--- src/rtl/uart_pkg.sv ---
// Shared definitions for the UART blocks: receiver state encoding and a
// helper that sizes the internal counters.
package uart_pkg;

  typedef enum logic [2:0] {
    RX_IDLE   = 3'd0,
    RX_START  = 3'd1,
    RX_DATA   = 3'd2,
    RX_PARITY = 3'd3,
    RX_STOP   = 3'd4
  } rx_state_e;

  // Width needed to count 0..n-1, never less than one bit
  function automatic int cnt_width(input int n);
    return (n <= 2) ? 1 : $clog2(n);
  endfunction

endpackage

--- src/rtl/uart_baud_gen.sv ---
// Free-running oversample tick generator; the divisor is picked up on every
// wrap, so a new i_div takes effect at the next reload.
module uart_baud_gen
  import uart_pkg::*;
#(
  parameter int DIV_W = 16
) (
  input  logic             i_clk,
  input  logic             i_rstn,
  input  logic [DIV_W-1:0] i_div,
  output logic             o_tick
);

  logic [DIV_W-1:0] r_cnt;

  assign o_tick = (r_cnt == '0);

  always_ff @(posedge i_clk or negedge i_rstn) begin
    if (!i_rstn) begin
      r_cnt <= '0;
    end else if (o_tick) begin
      r_cnt <= i_div;
    end else begin
      r_cnt <= r_cnt - 1'b1;
    end
  end

endmodule

--- src/rtl/uart_rx.sv ---
// Oversampling UART receiver: synchronises the serial line, deframes
// start/data/parity/stop and presents words through a one-entry valid/ready register.
module uart_rx
  import uart_pkg::*;
#(
  parameter int DATA_BITS   = 8,
  parameter int OVERSAMPLE  = 16,
  parameter int DIV_W       = 16,
  parameter int PARITY_EN   = 0,
  parameter int PARITY_ODD  = 0,
  parameter int STOP_BITS   = 1,
  parameter int SYNC_STAGES = 2
) (
  input  logic                 i_clk,
  input  logic                 i_rstn,
  input  logic [DIV_W-1:0]     i_div,
  input  logic                 i_rxd,
  output logic [DATA_BITS-1:0] o_data,
  output logic                 o_valid,
  input  logic                 i_ready,
  output logic                 o_frame_err,
  output logic                 o_parity_err,
  output logic                 o_overrun,
  output logic                 o_busy
);

  localparam int CW = cnt_width(OVERSAMPLE);
  localparam int BW = cnt_width(DATA_BITS);

  localparam logic [2:0] S_IDLE   = 3'(RX_IDLE);
  localparam logic [2:0] S_START  = 3'(RX_START);
  localparam logic [2:0] S_DATA   = 3'(RX_DATA);
  localparam logic [2:0] S_PARITY = 3'(RX_PARITY);
  localparam logic [2:0] S_STOP   = 3'(RX_STOP);

  localparam logic [CW-1:0] CNT_MID   = CW'(OVERSAMPLE / 2 - 1);
  localparam logic [CW-1:0] CNT_LAST  = CW'(OVERSAMPLE - 1);
  localparam logic [BW-1:0] BIT_LAST  = BW'(DATA_BITS - 1);
  localparam logic [BW-1:0] STOP_LAST = BW'(STOP_BITS - 1);
  localparam logic          ODD_BIT   = 1'(PARITY_ODD);

  logic [SYNC_STAGES-1:0] r_sync;
  logic [2:0]             r_state;
  logic [CW-1:0]          r_cnt;
  logic [BW-1:0]          r_bitcnt;
  logic [DATA_BITS-1:0]   r_shift;
  logic                   r_ferr;
  logic                   r_perr;
  logic                   r_armed;

  logic w_tick;
  logic w_rxd;
  logic w_mid;
  logic w_wrap;
  logic w_ferr_final;
  logic w_deliver;

  uart_baud_gen #(
    .DIV_W(DIV_W)
  ) u_baud (
    .i_clk (i_clk),
    .i_rstn(i_rstn),
    .i_div (i_div),
    .o_tick(w_tick)
  );

  // Synchroniser resets to the idle level so reset release alone is no edge
  always_ff @(posedge i_clk or negedge i_rstn) begin
    if (!i_rstn) begin
      r_sync <= '1;
    end else begin
      r_sync <= {r_sync[SYNC_STAGES-2:0], i_rxd};
    end
  end

  assign w_rxd        = r_sync[SYNC_STAGES-1];
  assign w_mid        = (r_cnt == CNT_MID);
  assign w_wrap       = (r_cnt == CNT_LAST);
  assign w_ferr_final = r_ferr | ~w_rxd;
  assign w_deliver    = w_tick && (r_state == S_STOP) && w_wrap && (r_bitcnt == STOP_LAST);
  assign o_busy       = (r_state != S_IDLE);

  // After a framing error (e.g. break) the line must return high before a new start counts
  always_ff @(posedge i_clk or negedge i_rstn) begin
    if (!i_rstn) begin
      r_state  <= S_IDLE;
      r_cnt    <= '0;
      r_bitcnt <= '0;
      r_shift  <= '0;
      r_ferr   <= 1'b0;
      r_perr   <= 1'b0;
      r_armed  <= 1'b1;
    end else if (w_tick) begin
      case (r_state)
        S_IDLE: begin
          r_cnt <= '0;
          if (w_rxd) begin
            r_armed <= 1'b1;
          end else if (r_armed) begin
            r_state <= S_START;
          end
        end
        S_START: begin
          if (w_mid) begin
            r_cnt    <= '0;
            r_bitcnt <= '0;
            r_ferr   <= 1'b0;
            r_perr   <= 1'b0;
            r_state  <= w_rxd ? S_IDLE : S_DATA;
          end else begin
            r_cnt <= r_cnt + 1'b1;
          end
        end
        S_DATA: begin
          if (w_wrap) begin
            r_cnt   <= '0;
            r_shift <= {w_rxd, r_shift[DATA_BITS-1:1]};
            if (r_bitcnt == BIT_LAST) begin
              r_bitcnt <= '0;
              r_state  <= (PARITY_EN != 0) ? S_PARITY : S_STOP;
            end else begin
              r_bitcnt <= r_bitcnt + 1'b1;
            end
          end else begin
            r_cnt <= r_cnt + 1'b1;
          end
        end
        S_PARITY: begin
          if (w_wrap) begin
            r_cnt   <= '0;
            r_perr  <= (((^r_shift) ^ w_rxd) != ODD_BIT);
            r_state <= S_STOP;
          end else begin
            r_cnt <= r_cnt + 1'b1;
          end
        end
        S_STOP: begin
          if (w_wrap) begin
            r_cnt  <= '0;
            r_ferr <= w_ferr_final;
            if (r_bitcnt == STOP_LAST) begin
              r_bitcnt <= '0;
              r_armed  <= ~w_ferr_final;
              r_state  <= S_IDLE;
            end else begin
              r_bitcnt <= r_bitcnt + 1'b1;
            end
          end else begin
            r_cnt <= r_cnt + 1'b1;
          end
        end
        default: r_state <= S_IDLE;
      endcase
    end
  end

  // A word arriving while the previous one is still unclaimed is dropped, not merged
  always_ff @(posedge i_clk or negedge i_rstn) begin
    if (!i_rstn) begin
      o_data       <= '0;
      o_valid      <= 1'b0;
      o_frame_err  <= 1'b0;
      o_parity_err <= 1'b0;
      o_overrun    <= 1'b0;
    end else begin
      o_overrun <= 1'b0;
      if (w_deliver) begin
        if (!o_valid || i_ready) begin
          o_data       <= r_shift;
          o_valid      <= 1'b1;
          o_frame_err  <= w_ferr_final;
          o_parity_err <= r_perr;
        end else begin
          o_overrun <= 1'b1;
        end
      end else if (o_valid && i_ready) begin
        o_valid <= 1'b0;
      end
    end
  end

endmodule

--- config.mk ---
export PLATFORM = sky130hd
export DESIGN_NAME = uart_rx
export DESIGN_NICKNAME = d
export VERILOG_FILES = /design/src/rtl/uart_pkg.sv /design/src/rtl/uart_baud_gen.sv /design/src/rtl/uart_rx.sv
export SDC_FILE = /design/constraint.sdc
export NUM_CORES = 1
export LEC_CHECK = 0
export CORE_MARGIN = 1
export CORE_UTILIZATION = 29
export DETAILED_ROUTE_END_ITERATION = 16
export GPL_TIMING_DRIVEN = 0
export HOLD_SLACK_MARGIN = 0.1
export PLACE_DENSITY = 0.5
export SLEW_MARGIN = 30
export SYNTH_ARGS = -nofsm -noshare
export SYNTH_HDL_FRONTEND = slang
export SYNTH_SLANG_ARGS = --single-unit
--- constraint.sdc ---
create_clock -name i_clk -period 2.55 [get_ports i_clk]
set_input_delay 0.3825 -clock i_clk [delete_from_list [all_inputs] [get_ports i_clk]]
set_output_delay 0.3825 -clock i_clk [all_outputs]
set_load 0.01 [all_outputs]
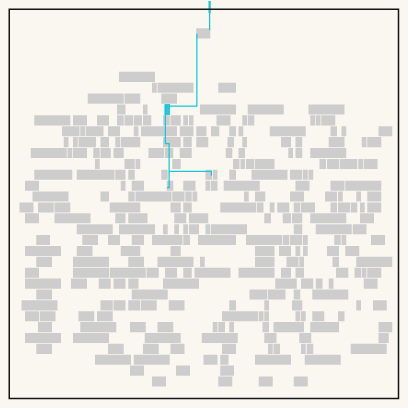
*Port wiring, run 1*
Scale: 4 px per µm.
o_busy -> cyan  # bits 1, direction output, edge top, end cells 1, buffers 1, wire 64.0 µm
# IOs: 33
input/output buffers: 32

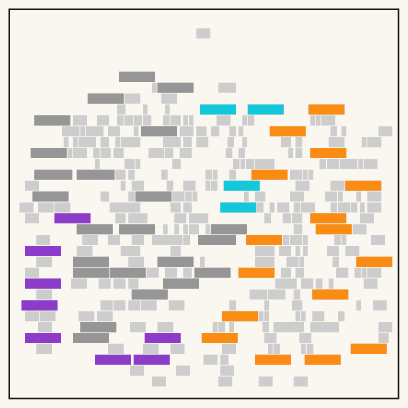
*Where the registers sit, run 1*
Scale: 4 px per µm. Other sequential cells in the stronger gray, the rest of the logic in the fainter gray.
o_data -> purple  # placed flops 8, where bottom left
u_baud.r_cnt -> orange  # placed flops 16
r_cnt -> cyan  # placed flops 4

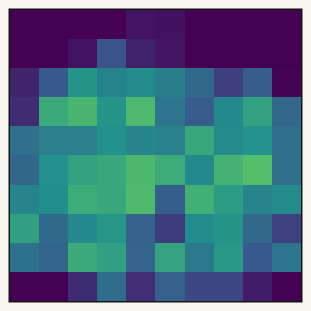
*Placement density heat map, run 1*
Scale: 3 px per µm. The die is cut into 10 by 10 equal tiles; dark purple is low, yellow is high, 0 to 100% covered.
nearly empty tiles = 18%
fullest tile = 71%
mean over tiles = 33%
emptiest ninth of the die = top right
final core utilization: 37.5%
initial core utilization: 30.0%
Core ar.: 0.00872 mm²

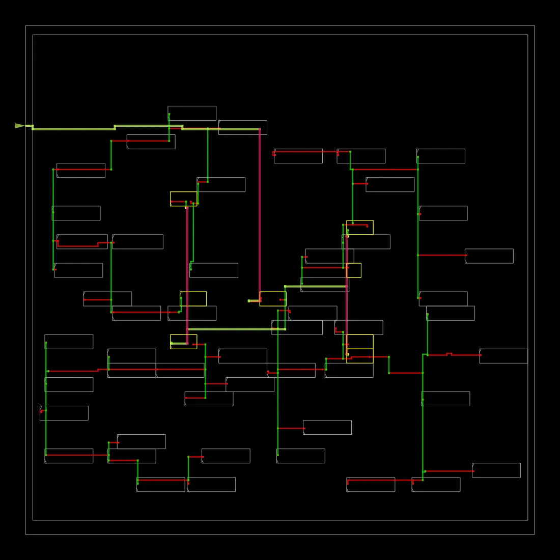
*The clock network, run 1*
worst-skew pair later-pin latency: 0.31 ns
CTS Buf Count: 5
Fin Clk Skew: 0.00789 ns
clk pwr: 0.000520 W

==> flow_metrics.tcl, run 1 <==
# yosys + openroad results
set metrics [dict create \
    compound_area_share_pct 10.2 \
    syn_avg_cell_area_um2 10.6 \
    wl_per_cell_um 14.2 \
    fin_area_mm2 0.00327 \
    die_h_um 97.0 \
    critical_path.max_fanout 6 \
    mappedNetlistArea_mm2 0.00262 \
    cp.arrival_ns 2.59 \
    regToRegSetupSlack_ns 0.16 \
    synth_cell_types 45 \
    numClockSinks 51 \
    flop_cell "dfrtp_1" \
    fill_cells 870 \
    area_share_clock_buf_inv_pct 3.18 \
    r2r_start "u_baud.r_cnt[11]" \
    tap_cells 108 \
    total_power_w 0.00165 \
    placed_cells 387 \
    drt_wl_total_mm 5.70 \
    yosys.area.top_type_share_pct 45.9 \
    antenna_found_initial 0 \
    largest_cell_class "logic gates" \
    topCellsByArea "dfrtp_1 (46%), mux2_2 (8.6%), xnor2_1 (4.0%)" \
    drtIter0Drc 63 \
    seq_cells 51 \
    die-area_mm2 0.00940 \
    use_met1_pct 17.2 \
    seq_share_pct 39.2 \
    grt_pass1_wl_mm 10.1 \
    synth_async_sr_flop_share_pct 100 \
    yosysCellCount 246 \
    grt_setup_unrepaired "no" \
    holdCritStartpoint "r_sync[0]" \
    wl_met2_mm 2.58 \
    top_layer "met4" \
    status "completed" \
    min_period_ns 2.39 \
    pre_cts_ws_ns -0.222 \
    grt_pass1_vias 2124 \
    syn_nets 272 \
    ff_latch_area_mm2 0.00128 \
    dr_wl_met3_um 217 \
    route.detailed.drc 0 \
    yosys.area_share.simple_pct 18.9 \
    fa_ha_area_share_pct 2.87 \
    row_count 34 \
    detail_route.first_pass.iterations 5 \
    warnings 28 \
    fin_crit_sh_pct 93.9 \
    grtUsageMet3_pct 3.18 \
    mux_share_pct 10.2 \
    leakagePower_nw 1.32 \
    num-nets-final 318 \
    end_kind "register" \
    fin_cells 401 \
    comb_cells 180 \
    buffer_area_share_pct 12.7 \
    htree_levels 2 \
    yosysTopAreaCell "dfrtp_1" \
    p_per_area_mw_per_mm2 505 \
    synthTopLogicFamily "simple AND/OR/NAND/NOR gates" \
    place_area_mm2 0.00309 \
    cp-startpoint "u_baud.r_cnt[11]" \
    via_per_inst 4.83 \
    sh_comb_area_pct 40.0 \
    clkTransAtPathRegs_ns 0.09 \
    worstSetupPathType "register to register" \
    worst_setup_path_start_kind "register" \
    cts.path.max_buffers 2 \
    inverters 8 \
    tns_ns 0 \
    ys_seq_share_pct 48.9 \
    worst_pin_slew_ns 0.647 \
]
-- run 1: path summary, 6_finish.rpt --
path / to / cells after the start
hold reg to reg: r_sync[1] / 0
setup reg to reg: r_state[2] / 5
setup / recovery: r_state[2] / 5
hold / removal: r_sync[1] / 0
min in group asynchronous: u_baud.r_cnt[5] / 2
max in group asynchronous: r_sync[0] / 3
-- run 1: sequential cells by signal, indices dropped and copies added, names as in the netlist --
name,count
r_shift,8
o_data,8
r_cnt,4
r_armed,1
o_frame_err,1
r_sync,2
r_perr,1
o_valid,1
r_bitcnt,3
o_parity_err,1
r_ferr,1
o_overrun,1
r_state,3
u_baud.r_cnt,16
-- run 1: what timing repair did --
item	CTS	global route
endpoints found under the setup margin	34	24
endpoints found under the hold margin	16	0
pin swaps	3	0
buffers inserted	5	0
hold buffers	1	0
resized	2	5
gates cloned	0	0
-- run 1: cells in the final DEF (no fill, tap or decap), types with 3 or more instances in the layout --
master,n
dfrtp_1,48
clkdlybuf4s50_1,31
nand2_1,26
mux2_2,20
nor2_1,17
o21ai_0,16
xnor2_1,12
nor3_1,10
inv_1,8
xor2_1,8
nand2b_1,7
clkbuf_8,7
a21oi_1,6
ha_1,6
buf_4,6
nor2b_1,5
nand3_1,5
clkbuf_1,4
nor4_4,3
mux2i_1,3
o31ai_1,3
dfstp_2,3
-- run 1: power by group --
group	total (W)	leakage (nW)	internal [W]	switching, W
Sequential	0.000947	0.645	0.000866	0.0000806
Combinational	0.000184	0.623	0.000103	0.0000808
Clock	0.000520	0.0505	0.000247	0.000273
Total	0.00165	1.32	0.00122	0.000434
-- run 1: worst max-delay path, stage by stage (launching register included) --
cell     delay (ns)
dfrtp_1        0.45
or4_4          0.59
nor3_2         0.17
nand3_2        0.26
nor4_2         0.44
mux2_2         0.37
### Selected gate families, run 1

Scale: 4 px per µm.
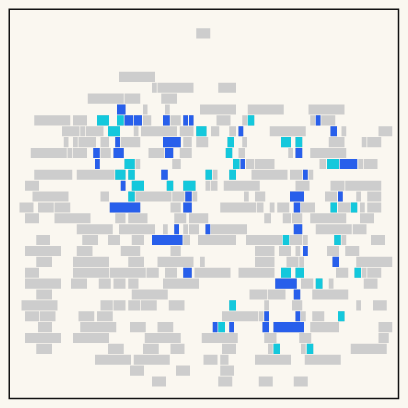

--- run 2 (diff from run 1) ---
--- a/config.mk
+++ b/config.mk
@@ -10,7 +10,9 @@
 export DETAILED_ROUTE_END_ITERATION = 16
 export GPL_TIMING_DRIVEN = 0
 export HOLD_SLACK_MARGIN = 0.1
+export MAX_ROUTING_LAYER = met4
 export PLACE_DENSITY = 0.5
+export SKIP_CTS_REPAIR_TIMING = 1
 export SLEW_MARGIN = 30
 export SYNTH_ARGS = -nofsm -noshare
 export SYNTH_HDL_FRONTEND = slang
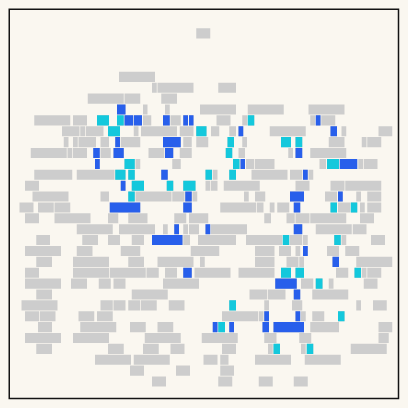
*Selected gate families, run 2*
Scale: 4 px per µm.
aoi and oai cells -> cyan  # cells 33, most used o21ai_0
nor cells -> blue  # cells 42, most used nor2_1

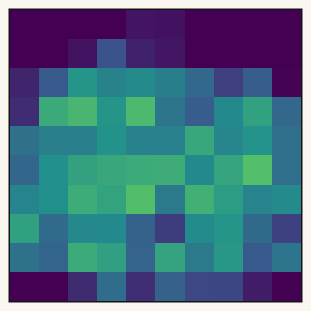
*Placement density heat map, run 2*
Scale: 3 px per µm. The die is cut into 10 by 10 equal tiles; dark purple is low, yellow is high, 0 to 100% covered.
emptiest ninth of the die = top right
densest ninth of the die = middle
nearly empty tiles = 18%
fullest tile = 71%

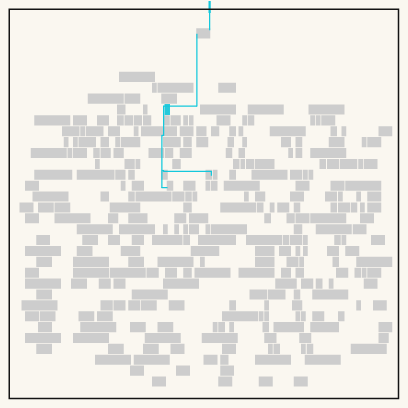
*Port wiring, run 2*
Scale: 4 px per µm.
o_busy -> cyan  # bits 1, direction output, edge top, end cells 1, buffers 1, wire 66.9 µm

==> flow_metrics.tcl, run 2 <==
# yosys + openroad results
set metrics [dict create \
    detail_route.first_pass.iterations 4 \
    grt_setup_unrepaired "no" \
    syn_avg_cell_area_um2 10.6 \
    largest_cell_class "logic gates" \
    drtIter0Drc 77 \
    mappedNetlistArea_mm2 0.00262 \
    wl_per_cell_um 14.3 \
    use_met1_pct 17.0 \
    drt_wl_total_mm 5.68 \
    skew_ns 0.00708 \
    cp.arrival_ns 2.62 \
    regMostFlops "u_baud.r_cnt" \
    tns_ns 0 \
    p_per_area_mw_per_mm2 506 \
    area_share_clock_buf_inv_pct 3.19 \
    top_layer "met4" \
    core-area_mm2 0.00872 \
    tap_cells 108 \
    leakagePower_nw 1.31 \
    top_regs "u_baud.r_cnt (16), o_data (8), r_shift (8)" \
    cp-startpoint "u_baud.r_cnt[11]" \
    via_per_inst 4.86 \
    io_buffers 32 \
    row_count 34 \
    hold_end "r_sync[1]" \
    numClockSinks 51 \
    worst_setup_path_start_kind "register" \
    worstSkewPairLatency_ns 0.31 \
    clkTransAtPathRegs_ns 0.09 \
    regToRegSetupSlack_ns 0.13 \
    route.detailed.drc 0 \
    critical_path.max_fanout 6 \
    fp_util_pct 30.0 \
    ff_latch_area_mm2 0.00128 \
    min_period_ns 2.42 \
    io_pins 33 \
    total_power_w 0.00165 \
    seq_share_pct 39.3 \
    cts.path.max_buffers 2 \
    end_kind "register" \
    grtUsageMet3_pct 3.68 \
    yosys.area.top_type_share_pct 45.9 \
    topCellsByArea "dfrtp_1 (46%), mux2_2 (8.6%), xnor2_1 (4.0%)" \
    rr_endpoint "r_state[2]" \
    holdPathStages 0 \
    grt_pass1_wl_mm 9.96 \
    flop_cell "dfrtp_1" \
    comb_cells 180 \
    largest_reg_flops 16 \
    dr_wl_met3_um 222 \
    holdCritStartpoint "r_sync[0]" \
    yosysTopAreaCell "dfrtp_1" \
    ant_nets 0 \
    syn_nets 272 \
    lay_top_count "dfrtp_1" \
    status "completed" \
    place_area_mm2 0.00309 \
    fill_cells 872 \
    r2r_start "u_baud.r_cnt[11]" \
    worst_pin_slew_ns 0.653 \
    inverters 8 \
    die-area_mm2 0.00940 \
    fin_crit_sh_pct 94.7 \
]
[run 2: cell types whose count changed in the layout (fill, tap and decap cells not counted), sizes merged]
| cell | previous run | this run |
|---|---|---|
| buf | 8 | 5 |
[run 2: report_power, final]
| group | internal, W | switching [W] | total (W) |
|---|---|---|---|
| clock network | 0.000247 | 0.000274 | 0.000522 |
| logic | 0.000103 | 0.0000805 | 0.000183 |
| registers | 0.000867 | 0.0000793 | 0.000946 |
[run 2: kinds of logic after synthesis]
logic type,after synthesis,synth area share [%]
simple gates,89,18.9
flops,51,48.9
compound gates,41,10.2
mux,24,10.2
xor+xnor,20,6.70
buf+inv,15,2.15
fa+ha+maj,6,2.87
[run 2: how the worst max path moves through the flow]
| stage | to | slack, ns | cells past startpoint |
|---|---|---|---|
| finish | r_state[2] | 0.13 | 5 |
| CTS | o_data[3] | -0.25 | 6 |
| global route | r_perr | 0.002 | 7 |
| floorplan | o_data[0] | 0.22 | 5 |
| global placement | r_bitcnt[1] | -0.54 | 1 |
| detailed placement | o_data[3] | -0.22 | 6 |
[run 2: metrics by stage]
step | hold slack (ns) | util (%) | setup slack [ns] | std cells
3_5_place_dp | 0.276 | 35.4 | -0.222 | 387
6_report | 0.360 | 37.4 | 0.135 | 398
3_3_place_gp | 0.346 | 35.2 | -0.544 | 386
5_1_grt | 0.371 | 37.4 | 0.00172 | 398
2_1_floorplan | 0.0869 | - | 0.221 | 246
4_1_cts | -0.0718 | 36.6 | -0.252 | 395
[run 2: critical path, stage by stage, from the launching register on]
cell and delay (ns):
dfrtp_1 0.45, or4_4 0.59, nor3_2 0.18, nand3_2 0.26
nor4_2 0.45, mux2_2 0.37
No activity file was given, so power comes from the tool's default toggle rates.
